run_1/drive_strength.png
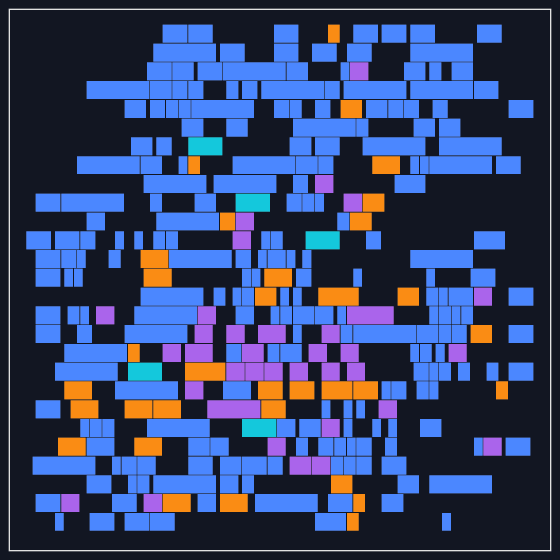
run_1/gate_families.png
Bar = 20 um.
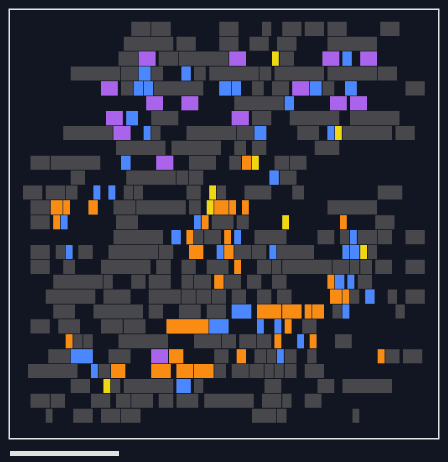
run_1/met3.png
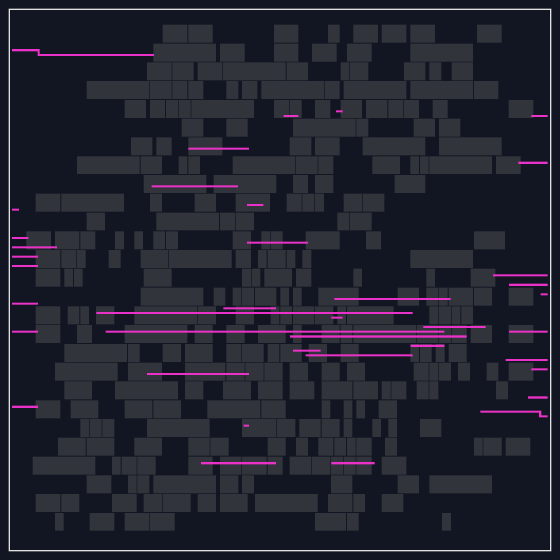
### src/rtl/mc_controller.sv
// -----------------------------------------------------------------------------
// mc_controller
//
// Multi-cycle control unit for a small MIPS-like datapath. Each instruction
// walks FETCH -> DECODE -> EXEC [-> MEM] [-> WB] and returns to FETCH. The
// cycle in which an instruction completes raises pc_en for exactly one cycle.
// Register and memory writes are only issued in that completion cycle.
// Undefined instructions park the controller in HALT until reset.
//
// Ports
//   clk          : single clock, all state changes on the rising edge
//   reset        : asynchronous active-low reset (0 = in reset)
//   en           : run enable, only looked at while in FETCH
//   opcode/func  : instruction[31:26] / instruction[5:0] from the datapath
//   mem_ready    : data memory has finished the current access
//   MemtoReg, Reg_Write, Mem_Read, Mem_Write, Branch, ALUsrc, JrSel, Jump
//                : single-bit datapath controls
//   regDst       : destination register select (00 rt, 01 rd, 10 r31)
//   writeDst     : write-back data select (00 mem/ALU mux, 01 PC+4,
//                  10 ALU result; 10 is never issued by this instruction set)
//   ALUOperation : 0000 AND, 0001 OR, 0010 ADD, 0110 SUB, 0111 SLT
//   pc_en        : PC update strobe, one cycle per completed instruction
//   illegal      : sticky undefined-instruction flag
//   retired      : wrapping count of completed instructions
// -----------------------------------------------------------------------------
module mc_controller (
    input  logic        clk,
    input  logic        reset,
    input  logic        en,
    input  logic [5:0]  opcode,
    input  logic [5:0]  func,
    input  logic        mem_ready,
    output logic        MemtoReg,
    output logic        Reg_Write,
    output logic        Mem_Read,
    output logic        Mem_Write,
    output logic        Branch,
    output logic        ALUsrc,
    output logic        JrSel,
    output logic        Jump,
    output logic [1:0]  regDst,
    output logic [1:0]  writeDst,
    output logic [3:0]  ALUOperation,
    output logic        pc_en,
    output logic        illegal,
    output logic [15:0] retired
);

    typedef enum logic [2:0] {
        S_FETCH, S_DECODE, S_EXEC, S_MEM, S_WB, S_HALT
    } state_t;

    typedef enum logic [3:0] {
        I_ILLEGAL, I_ADD, I_SUB, I_AND, I_OR, I_SLT, I_JR,
        I_LW, I_SW, I_BEQ, I_ADDI, I_SLTI, I_J, I_JAL
    } instr_t;

    localparam logic [3:0] ALU_AND = 4'b0000;
    localparam logic [3:0] ALU_OR  = 4'b0001;
    localparam logic [3:0] ALU_ADD = 4'b0010;
    localparam logic [3:0] ALU_SUB = 4'b0110;
    localparam logic [3:0] ALU_SLT = 4'b0111;

    localparam logic [1:0] RD_RT  = 2'b00;
    localparam logic [1:0] RD_RD  = 2'b01;
    localparam logic [1:0] RD_R31 = 2'b10;
    localparam logic [1:0] WD_MUX = 2'b00;
    localparam logic [1:0] WD_PC4 = 2'b01;

    // Map an opcode/func pair onto the supported instruction set.
    function automatic instr_t classify(input logic [5:0] op, input logic [5:0] fn);
        instr_t c;
        c = I_ILLEGAL;
        case (op)
            6'b000000: begin
                case (fn)
                    6'b100000: c = I_ADD;
                    6'b100010: c = I_SUB;
                    6'b100100: c = I_AND;
                    6'b100101: c = I_OR;
                    6'b101010: c = I_SLT;
                    6'b001000: c = I_JR;
                    default:   c = I_ILLEGAL;
                endcase
            end
            6'b100011: c = I_LW;
            6'b101011: c = I_SW;
            6'b000100: c = I_BEQ;
            6'b001000: c = I_ADDI;
            6'b001010: c = I_SLTI;
            6'b000010: c = I_J;
            6'b000011: c = I_JAL;
            default:   c = I_ILLEGAL;
        endcase
        return c;
    endfunction

    state_t      state_reg, state_next;
    logic [5:0]  opcode_reg, func_reg;
    logic        illegal_reg;
    logic [15:0] retired_reg;
    instr_t      live_instr;   // legality check uses the bus during DECODE
    instr_t      cur_instr;    // everything after DECODE uses the latched copy
    logic        is_rtype_alu;

    assign live_instr   = classify(opcode, func);
    assign cur_instr    = classify(opcode_reg, func_reg);
    assign is_rtype_alu = (cur_instr == I_ADD) || (cur_instr == I_SUB) ||
                          (cur_instr == I_AND) || (cur_instr == I_OR)  ||
                          (cur_instr == I_SLT);

    // State register
    always_ff @(posedge clk or negedge reset) begin
        if (!reset) begin
            state_reg <= S_FETCH;
        end else begin
            state_reg <= state_next;
        end
    end

    // Instruction latch, sticky illegal flag and retire counter
    always_ff @(posedge clk or negedge reset) begin
        if (!reset) begin
            opcode_reg  <= 6'd0;
            func_reg    <= 6'd0;
            illegal_reg <= 1'b0;
            retired_reg <= 16'd0;
        end else begin
            if (state_reg == S_DECODE) begin
                opcode_reg <= opcode;
                func_reg   <= func;
                if (live_instr == I_ILLEGAL) begin
                    illegal_reg <= 1'b1;
                end
            end
            if (pc_en) begin
                retired_reg <= retired_reg + 16'd1;
            end
        end
    end

    // Next-state logic
    always_comb begin
        state_next = state_reg;
        case (state_reg)
            S_FETCH: begin
                if (en) state_next = S_DECODE;
            end
            S_DECODE: begin
                state_next = (live_instr == I_ILLEGAL) ? S_HALT : S_EXEC;
            end
            S_EXEC: begin
                case (cur_instr)
                    I_BEQ, I_J, I_JAL, I_JR: state_next = S_FETCH;
                    I_LW, I_SW:              state_next = S_MEM;
                    default:                 state_next = S_WB;
                endcase
            end
            S_MEM: begin
                if (mem_ready) begin
                    state_next = (cur_instr == I_SW) ? S_FETCH : S_WB;
                end
            end
            S_WB:    state_next = S_FETCH;
            S_HALT:  state_next = S_HALT;
            default: state_next = S_FETCH;
        endcase
    end

    // Output decode. Everything is a function of state and the latched
    // instruction, except the sw completion in MEM: its write strobe and
    // pc_en must coincide with the cycle the memory reports ready.
    always_comb begin
        MemtoReg     = 1'b0;
        Reg_Write    = 1'b0;
        Mem_Read     = 1'b0;
        Mem_Write    = 1'b0;
        Branch       = 1'b0;
        ALUsrc       = 1'b0;
        JrSel        = 1'b0;
        Jump         = 1'b0;
        regDst       = RD_RT;
        writeDst     = WD_MUX;
        ALUOperation = ALU_AND;
        pc_en        = 1'b0;

        // ALU setup is held steady from EXEC through write-back.
        if (state_reg == S_EXEC || state_reg == S_MEM || state_reg == S_WB) begin
            case (cur_instr)
                I_LW, I_SW, I_ADDI: begin
                    ALUsrc       = 1'b1;
                    ALUOperation = ALU_ADD;
                end
                I_SLTI: begin
                    ALUsrc       = 1'b1;
                    ALUOperation = ALU_SLT;
                end
                I_BEQ:   ALUOperation = ALU_SUB;
                I_ADD:   ALUOperation = ALU_ADD;
                I_SUB:   ALUOperation = ALU_SUB;
                I_AND:   ALUOperation = ALU_AND;
                I_OR:    ALUOperation = ALU_OR;
                I_SLT:   ALUOperation = ALU_SLT;
                default: ALUOperation = ALU_AND;
            endcase
        end

        case (state_reg)
            S_EXEC: begin
                case (cur_instr)
                    I_BEQ: begin
                        Branch = 1'b1;
                        pc_en  = 1'b1;
                    end
                    I_J: begin
                        Jump  = 1'b1;
                        pc_en = 1'b1;
                    end
                    I_JAL: begin
                        Jump      = 1'b1;
                        Reg_Write = 1'b1;
                        regDst    = RD_R31;
                        writeDst  = WD_PC4;
                        pc_en     = 1'b1;
                    end
                    I_JR: begin
                        Jump  = 1'b1;
                        JrSel = 1'b1;
                        pc_en = 1'b1;
                    end
                    default: ;
                endcase
            end
            S_MEM: begin
                if (cur_instr == I_LW) begin
                    Mem_Read = 1'b1;
                end
                if (cur_instr == I_SW && mem_ready) begin
                    Mem_Write = 1'b1;
                    pc_en     = 1'b1;
                end
            end
            S_WB: begin
                Reg_Write = 1'b1;
                pc_en     = 1'b1;
                regDst    = is_rtype_alu ? RD_RD : RD_RT;
                writeDst  = WD_MUX;
                if (cur_instr == I_LW) begin
                    Mem_Read = 1'b1;
                    MemtoReg = 1'b1;
                end
            end
            default: ;
        endcase
    end

    assign illegal = illegal_reg;
    assign retired = retired_reg;

endmodule

### config.mk
export PLATFORM = sky130hd
export DESIGN_NAME = mc_controller
export DESIGN_NICKNAME = d
export VERILOG_FILES = /design/src/rtl/mc_controller.sv
export SDC_FILE = /design/constraint.sdc
export NUM_CORES = 1
export LEC_CHECK = 0
export ABC_CLOCK_PERIOD_IN_PS = 3400
export CAP_MARGIN = 25
export CELL_PAD_IN_SITES_DETAIL_PLACEMENT = 0
export CELL_PAD_IN_SITES_GLOBAL_PLACEMENT = 1
export CORE_MARGIN = 2
export CORE_UTILIZATION = 37
export DETAILED_ROUTE_END_ITERATION = 6
export MAX_ROUTING_LAYER = met4
export PLACE_DENSITY = 0.76
export SYNTH_ARGS = -nofsm -noshare
export SYNTH_HDL_FRONTEND = slang
export SYNTH_SLANG_ARGS = --single-unit
### constraint.sdc
create_clock -name clk -period 3.4 [get_ports clk]
set_clock_uncertainty 0.2 [all_clocks]
set_input_delay 0.68 -clock clk [delete_from_list [all_inputs] [get_ports clk]]
set_output_delay 0.68 -clock clk [all_outputs]
set_load 0.01 [all_outputs]
==> run notes, run 1 <==
fresh numbers from the pnr run: vias per inst 5.23, RePlAce Congestion 0.846, outcome finished, final reports clean, DP Area 0.00270 mm^2, Post-Route WL approximately 5300 um, CTS tree yes, Top Layout Cells clkdlybuf4s50_1 (35), dfrtp_1 (32), buf_4 (29), Tool Warnings 27, end point of the worst hold path illegal$_DFFE_PN0P_, synthesis area per yosys between 0.002 and 0.0025 mm^2, critical path class register to output port, max-cap violations 0, Std-Cell Rows 27, Total GRT Usage 0.181, met3 usage 0.0356, share of cells above drive strength 1 0.246, Hold Fails Final Rpt 0, Placed Cells 353, max FFs per register 16, reg2reg start opcode_reg[4]$_DFFE_PN0N_, DP Wirelength between 3000 and 4000 um, Synth Area per Inst just over 9 um^2, final cell count without fillers roughly 370, Worst R2R End retired[5]$_DFFE_PN0P_, required time of the critical path roughly 2.5 ns, routed via count a little under 2000, Commonest Layout Cell clkdlybuf4s50_1, CORE AREA 0.00541 mm^2, fmax about 0.3 GHz, met1 global-route usage 0.243, Top Usage Layer GRT met2, maximum VDD drop 0.427 mV, Finished Cell Area 0.00287 mm^2, Clock Latency Late Sink about 0.29 ns, Hold Startpoint illegal$_DFFE_PN0P_, Max-slew headroom 0.652, critical path launch point type register, H-tree levels 2, Yosys cell types ~49, chip height 78.2 um, Worst Reg2Reg Path Length in Cells 8, area grow syn2layout 40.8%, CTS Buf Count 5, Min Hold Slack between 0.2 and 0.3 ns, vias in the first global route between 1500 and 2000, ys flops 32, Crit. End Element output port, Core Util at FP 0.377, largest net degree at the start of global routing 33, yosys cell count 224, leak pwr approximately 1.2 nW, CTS root buf clkbuf_8, Setup crit start opcode_reg[4]$_DFFE_PN0N_, minimum clock period 3.32 ns, global-route wire length before repair 8490 um, Cell Pwr Density just under 700 mW/mm^2, Max Slew Vio Count 0, initial antenna violation count 0, Synth async-reset ratio 1.00, Longest Clk Path Bufs 2, ANT nets after route 0, Detail Route met3 WL about 330 um, final net count 313, Routed WL per cell ~14 um, clk slew on worst S/H paths 0.07 ns
-- drive_strength.png (at the start) --
Key: cyan = drive 6 and up [cells 5]; blue = drive 1 or less [cells 224]; purple = drive 3 to 4 [cells 35]; orange = drive 2 [cells 33]

-- gate_families.png (at the start) --
Key: purple = XOR/XNOR gates [cells 15, most used xnor2_1]; orange = NOR gates [cells 35, most used nor2_1]; blue = NAND gates [cells 41, most used nand2_1]; yellow = inverters [cells 8, most used inv_1]

-- met3.png (at the start) --
The longest straight run is 48.8 um. The wires run mostly horizontal. The layer holds 6.4% of the routed length.

[run 1: cells by family (layout without fill, tap and decap cells)]
kind of cell	after synthesis	in the layout	share of synthesized area
simple gates	99	99	0.276
compound gates	43	43	0.141
flops	32	32	0.393
buf+inv	20	92	0.0466
xor+xnor	15	15	0.0644
mux	13	13	0.0712
fa+ha+maj	1	1	0.00613
other cells	1	2	0.00184
[run 1: cell usage after synthesis, types with 4 or more instances]
cell type | instances | share of area
dfrtp_1 | 32 | 0.39
nand2_1 | 19 | 0.035
nor2_1 | 17 | 0.031
xnor2_1 | 15 | 0.064
nand3_1 | 14 | 0.034
a21oi_1 | 12 | 0.029
mux2_2 | 12 | 0.066
o21ai_0 | 11 | 0.027
inv_1 | 8 | 0.015
and3_1 | 7 | 0.021
clkbuf_1 | 6 | 0.011
nand4_1 | 6 | 0.018
nor3_1 | 6 | 0.015
and2_1 | 4 | 0.012
nor3b_1 | 4 | 0.015
or3_1 | 4 | 0.012
[run 1: critical path: stages (launching register included)]
cell     delay (ns)
dfrtp_1        0.38
or4_4          0.57
nor4_4         0.29
a22o_2         0.22
nand3_2        0.13
nor4_2         0.19
nor3_2         0.07
a31oi_1        0.16
buf_2          0.15
[run 1: power breakdown]
group	internal, W	total, W	switching (W)
logic	0.000518	0.00106	0.000541
clock network	0.000143	0.000297	0.000155
registers	0.000502	0.000631	0.000129
[run 1: cell type report]
cell class | count | area (um^2)
timing repair buffer | 76 | 669
clock inverter | 3 | 18.8
multi-input combinational | 173 | 1190
fill | 527 | 2530
sequential | 32 | 801
tap | 72 | 90.1
clock buffer | 5 | 68.8
inverter | 8 | 30.0
[run 1: what timing repair did]
| item | in CTS | in global routing |
|---|---|---|
| setup endpoints to repair | 10 | 7 |
| setup buffers | 3 | 5 |
| pin swaps | 1 | 6 |
| gates resized | 15 | 20 |
run_1/clock_map.png
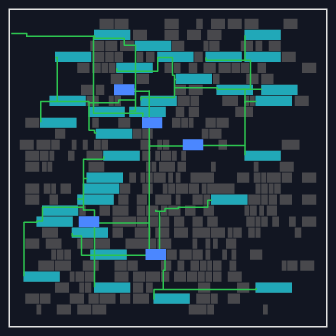

==> run 2, diff against run 1 <==
CORE_ASPECT_RATIO = 1.5   (was unset)
CTS_CLUSTER_DIAMETER = 120   (was unset)
CTS_CLUSTER_SIZE = 40   (was unset)
run_2/clock_map.png
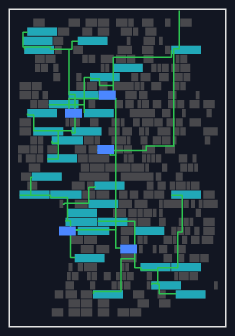
Key: blue = cells driving clock nets [count 5]; green = clock wires [length 468 um]; cyan = flip-flops [count 32]
There are 6 routed clock nets.
Clk pwr share: 0.148
P_clk: 0.000307 W
Clock Latency Late Sink: 0.29 ns

run_2/drive_strength.png
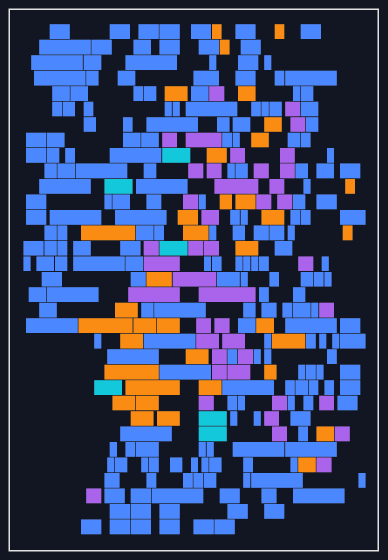
Key: cyan = drive 6 and up [cells 6]; blue = drive 1 or less [cells 215]; orange = drive 2 [cells 36]; purple = drive 3 to 4 [cells 42]

==> run notes, run 2 <==
fresh numbers from the pnr run: Cell Pwr Density 703 mW/mm^2 (+1.6%), initial antenna violation count 0 (unchanged), Diodes inserted 0, critical path class register to output port, ANT nets after route 0 (unchanged), clk slew on worst S/H paths 0.07 ns (about the same), Top Layout Cells clkdlybuf4s50_1 (35), buf_4 (31), dfrtp_1 (28), Hold Fails Final Rpt 0 (unchanged), cell family with most CP delay simple AND/OR/NAND/NOR gates, CTS root buf clkbuf_8, Final Cycle Share 0.983, Longest Clk Path Bufs 2 (unchanged), CP Max Fanout 5, Largest stage delay, worst path 0.59 ns (+0.02 ns), CTS Buf Count 5 (unchanged), Setup crit start opcode_reg[0]$_DFFE_PN0N_, CORE AREA 0.00541 mm^2 (about the same), critical path launch point type register, Final Util 0.546, routed via count 1944 (+0.67%), H-tree levels 2 (unchanged), Area leader share 0.393 (unchanged), cell taking the most area after synthesis dfrtp_1, Routed WL per cell 14.4 um (+1.0%), RePlAce Congestion 0.852 (+0.63%), total power 0.00208 W, Total Neg Setup Slack 0 ns, top cells, area dfrtp_1 (39%), mux2_2 (6.6%), xnor2_1 (6.4%), nand2_1 (3.5%), nand3_1 (3.4%), Max Slew Vio Count 0 (unchanged), Tool Warnings 28 (+3.7%), Worst Reg2Reg Path Length in Cells 9 (+1), vias in the first global route 1907 (+9.0%), fmax 0.299 GHz (-0.66%), Total GRT Usage 0.191 (+0.00928), CTS tree yes, Crit. End Element output port, end point of the worst hold path illegal$_DFFE_PN0P_, chip height 94.9 um (+21%), synthesis area per yosys 0.00204 mm^2 (unchanged), Commonest cells post-synth dfrtp_1 (32), nand2_1 (19), nor2_1 (17), xnor2_1 (15), nand3_1 (14), TritonCTS Sinks 32, worst slew pin tran slightly above 0.5 ns, Synth Area per Inst 9.10 um^2 (unchanged), yosys cell count 224 (unchanged), share of cells above drive strength 1 0.281 (+0.0351), WP depth 9 (+1), Core Util at FP 0.377 (about the same), Crit-path slowest cell or4_4, ys flops 32 (unchanged), synthesized area about 0.0020 mm^2, Cells on Worst Hold Path 1, reg2reg start opcode_reg[0]$_DFFE_PN0N_, global-route wire length before repair 8840 um (+4.1%), outcome finished, final reports clean, Synth async-reset ratio 1.00 (unchanged), r2r setup slk slightly below 0.5 ns, critical-path cell list or4_4, nor4_4, buf_4, nand3_4, and2_4, nor3_2, o21ai_1, a31oi_1, buf_2, maximum VDD drop 0.287 mV (-33%), Worst R2R End retired[13]$_DFFE_PN0P_, max FFs per register 16 (unchanged), DP Wirelength 4050 um (+5.4%), Hold Startpoint illegal$_DFFE_PN0P_, hold crit path type register to register, area grow syn2layout 44.8%, largest net degree at the start of global routing 33 (unchanged), Max-slew headroom 0.656 (+0.00416), WP buf/inv 2 (+1), Post-Route WL 5310 um (+1.0%), Yosys cell types 49 (unchanged), minimum clock period 3.34 ns (+0.0220 ns), required time of the critical path 2.52 ns (about the same), Yosys top cell by instances dfrtp_1, leak pwr 1.26 nW (+2.1%), max-cap violations 0 (unchanged), Min Hold Slack 0.261 ns (-0.00487 ns), final net count 315 (+0.64%), Std-Cell Rows 33 (+22%), Commonest Layout Cell clkdlybuf4s50_1, vias per inst 5.27 (+0.67%)
-- run 2: kinds of logic after synthesis --
| kind of cell | share of synthesized area |
|---|---|
| other cells | 0.00184 |
| simple gates | 0.276 |
| xor+xnor | 0.0644 |
| fa+ha+maj | 0.00613 |
| buf+inv | 0.0466 |
| flops | 0.393 |
| compound gates | 0.141 |
| mux | 0.0712 |
-- run 2: worst reg2reg max path: stages, from the launching register on --
cell and delay [ns]:
dfrtp_1 0.38, or4_4 0.59, buf_4 0.16, or4_4 0.49
o311ai_2 0.14, buf_4 0.20, a21oi_2 0.05, o21ai_2 0.21
nand4_1 0.20, xnor2_1 0.16
-- run 2: final cells by class --
cell class | instances | area, um^2
fillers | 513 | 2450
multi-input cells | 173 | 1250
flip-flops and latches | 32 | 806
repair buffers | 78 | 682
well taps | 70 | 87.6
clock buffers | 7 | 86.3
inverters | 8 | 30.0
clock inverters | 1 | 7.51
-- run 2: per-layer routing --
metal	GRT usage	share of wire	wire, um	vias to the layer above
met5	-	0	0	-
met4	0.0656	0.016	85	0
met3	0.0298	0.029	152	8
met2	0.350	0.55	2950	40
met1	0.207	0.40	2130	944
li1	-	-	-	952
-- run 2: per-stage QoR --
stage          cell area [um^2]  setup WS, ns  std cells
2_1_floorplan              2040         0.433        225
3_3_place_gp               2720       0.00225        354
3_5_place_dp               2720       -0.0553        354
4_1_cts                    2860       -0.0610        366
5_1_grt                    2950       -0.0365        369
6_report                   2950        0.0567        369
-- run 2: power breakdown --
group	switching [W]	internal, W
Combinational	0.000569	0.000553
Clock	0.000143	0.000164
Sequential	0.000140	0.000507
-- run 2: timing repair --
item / CTS / global route
pin swaps: 9 / 7
setup buffers: 4 / 3
endpoints found under the hold margin: 0 / 0
gates resized: 26 / 28
hold buffers: 0 / 0
endpoints found under the setup margin: 11 / 11
No activity file was given, so power comes from the tool's default toggle rates.
